Design alu_station, sky130hd; sources not shown.
Run 1, met2 routing:
Cells faint in the background.
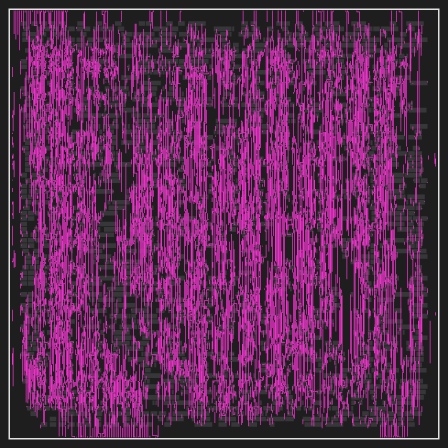
- wire length on this layer: 39.0 mm
- longest straight run: 115 um
- main direction: vertical
- nets with wire on the layer: 2444
via count: 22600
met2 global-route usage: 56.8%

Run 1, local utilization:
The die is cut into 21 by 21 equal tiles; white is low, dark blue is high, 0 to 100% covered.
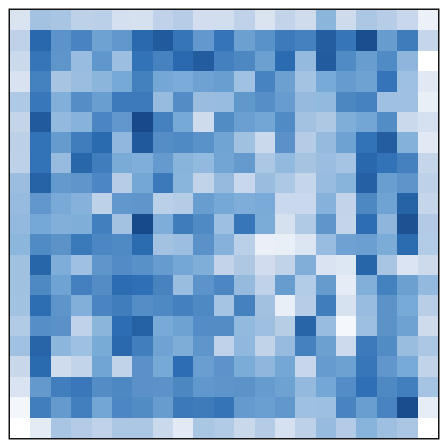
- tiles over 75% full: 8.2%
- fullest tile: 90%
- mean over tiles: 49%
core area: 0.0418 sq mm
fp util: 47.2%
fin util: 55.5%

Run 1, M1 wires:
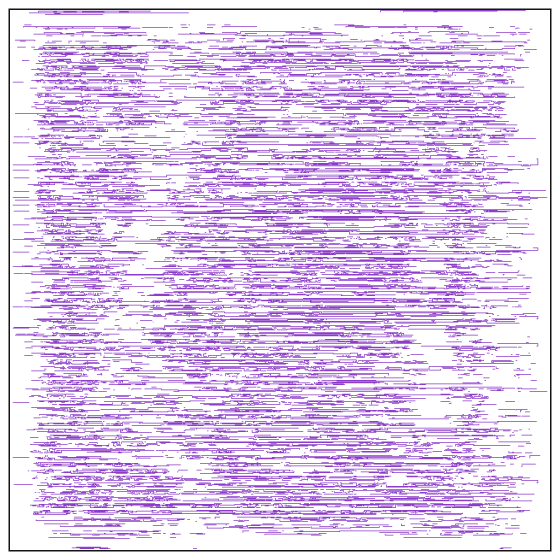
- longest straight run: 71.8 um
- nets with wire on the layer: 2727
- main direction: horizontal
- wire length on this layer: 38.5 mm
- share of all routed wire: 41%
M1 GR Usage: 55.9%
routed wire length: 93500 um

Run 1, register map, names as in the netlist:
Other sequential cells in the stronger grey, the rest of the logic in the fainter grey.
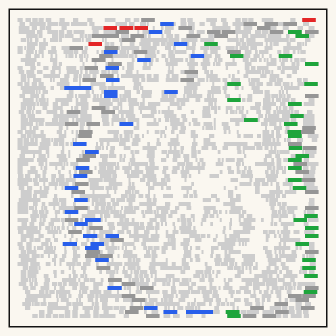
- addrw_q: red (placed flops 5)
- opy_q: blue (placed flops 34)
- write_data_out: green (placed flops 32; where a column on the right)
- not coloured: 79
Flop area: 0.00376 sq mm
Seq. pwr: 0.00256 W
flop share of the area: 16.2%

==> results.sh, run 1 <==
# implementation run metrics
export IMPL_largest_class="logic gates"
export IMPL_aoi_share_pct=30.4
export IMPL_power_internal_w=0.00604
export IMPL_ys_sh_adder_pct=8.83
export IMPL_fp_nets=2892
export IMPL_design_area_sq_mm=0.0232
export IMPL_status="complete, no violations"
export IMPL_gr_max_usage_layer="met2"
export IMPL_swShare_pct=58.6
export IMPL_post_cts_buffers=0
export IMPL_yosysCellCount=2541
export IMPL_crit_family="AND-OR/OR-AND gates"
export IMPL_combPwrFrac_pct=75.3
export IMPL_nMultiInputCombCells=2066
export IMPL_drc=0
export IMPL_path_buffers=2
export IMPL_grtUsageTotal_pct=38.9
export IMPL_antenna_found_initial=3
export IMPL_synthTopCellsByCount="336 x nor2_1, 230 x a21oi_1, 222 x nand2_1, 155 x clkbuf_1, 150 x dfrtp_1"
export IMPL_crit_type="reg -> reg"
export IMPL_clock_buffer_count=20
export IMPL_ys_flop_type="dfrtp_1"
export IMPL_place_congestion=1.05
export IMPL_power_leader="combinational cells"
export IMPL_maxUsedRoutingLayer="met5"
export IMPL_inverters=111
export IMPL_worst_r2r_setup_slack_ns=1.30
export IMPL_enable_flop_cells=0
export IMPL_power_frac_seq_pct=17.5
export IMPL_grt_max_degree=85
export IMPL_hp_class="reg -> reg"
export IMPL_final_clk_cell_share_pct=2.48
export IMPL_routed_wl_met2_um=39000
export IMPL_hold_depth=2
export IMPL_most_common_layout_cells="333 x nor2_1, 251 x clkdlybuf4s50_1, 229 x a21oi_1"
export IMPL_p_per_area_mw_per_mm2=630
export IMPL_ys_area_sq_mm=0.0197
export IMPL_die_area_sq_mm=0.0461
export IMPL_cts_tree="yes"
export IMPL_timing_hold_ws_ns=0.477
export IMPL_syn_to_final_growth_pct=17.6
export IMPL_fin_setup_tns_ns=0
export IMPL_rsz0062_at_grt="false"
export IMPL_cp_required_ns=6.62
export IMPL_start_kind="flip-flop"
export IMPL_clk_power_w=0.00105
Run 1, placed standard cells:
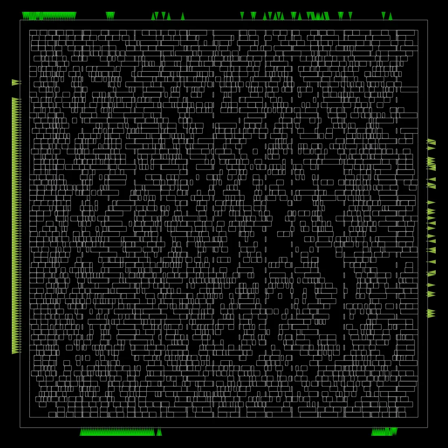

==> run 1 -> run 2 <==
==> constraint.sdc (replaced) <==
create_clock -name clk -period 5.01 [get_ports clk]
set_input_delay 0.501 -clock clk [delete_from_list [all_inputs] [get_ports clk]]
set_output_delay 0.501 -clock clk [all_outputs]
set_load 0.05 [all_outputs]
Run 2, placed standard cells:
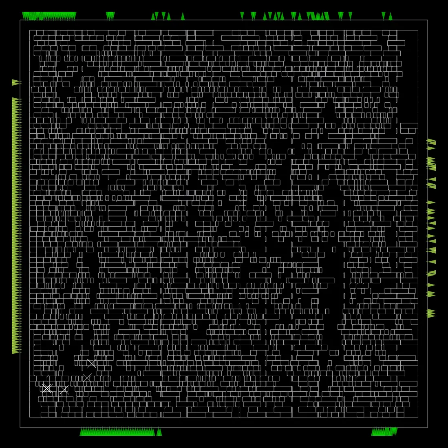
Finished Layout Cells: 3222
n_taps: 539
flop share of the area: 16.1%
row cnt: 75
fin util: 55.9%

==> run 2 against run 1 <==
- the flow now finishes with violations (DRC)
- utilization is 0.36 points higher
- critical path type unchanged
- highest routed layer unchanged
- area after synthesis is the same
- total power is 25% higher
- design area is 0.64% higher
- via count up 1.1%
- routed wire length down 0.47%
- sequential share of layout area shrank 0.10 points
- combinational power grew 28%
- clock-buffer cell count decreased by 1
==> results.sh, run 2 <==
# implementation run metrics
export IMPL_combPwrFrac_pct=77.1
export IMPL_fin_setup_tns_ns=0
export IMPL_antenna_found_initial=4
export IMPL_power_frac_seq_pct=15.7
export IMPL_grtUsageTotal_pct=38.4
export IMPL_inverters=111
export IMPL_failed_checks="DRC"
export IMPL_hp_class="reg -> reg"
export IMPL_cp_required_ns=5.34
export IMPL_ys_area_sq_mm=0.0197
export IMPL_grt_max_degree=104
export IMPL_enable_flop_cells=0
export IMPL_status="finished, violations left"
export IMPL_ys_sh_adder_pct=8.83
export IMPL_gr_max_usage_layer="met2"
export IMPL_start_kind="flip-flop"
export IMPL_syn_to_final_growth_pct=18.3
export IMPL_path_buffers=1
export IMPL_synthTopCellsByCount="336 x nor2_1, 230 x a21oi_1, 222 x nand2_1, 155 x clkbuf_1, 150 x dfrtp_1"
export IMPL_swShare_pct=58.3
export IMPL_maxUsedRoutingLayer="met5"
export IMPL_core_sq_mm=0.0418
export IMPL_clock_buffer_count=19
export IMPL_drc=7
export IMPL_ys_flop_type="dfrtp_1"
export IMPL_place_congestion=1.06
export IMPL_yosysCellCount=2541
export IMPL_grtUsageMet2_pct=56.5
export IMPL_most_common_layout_cells="333 x nor2_1, 251 x clkdlybuf4s50_1, 229 x a21oi_1"
Run 2, M1 wires:
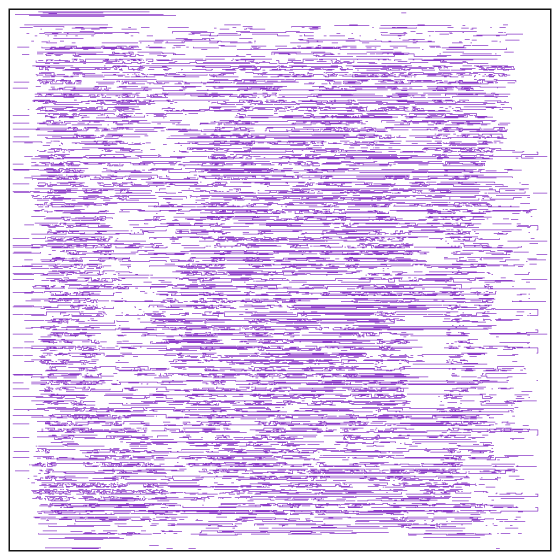
- nets with wire on the layer: 2756
- main direction: horizontal
- wire length on this layer: 38.4 mm
- longest straight run: 58.9 um
via count: 22800
routed wire length: 93000 um

No activity file was given, so power comes from the tool's default toggle rates.
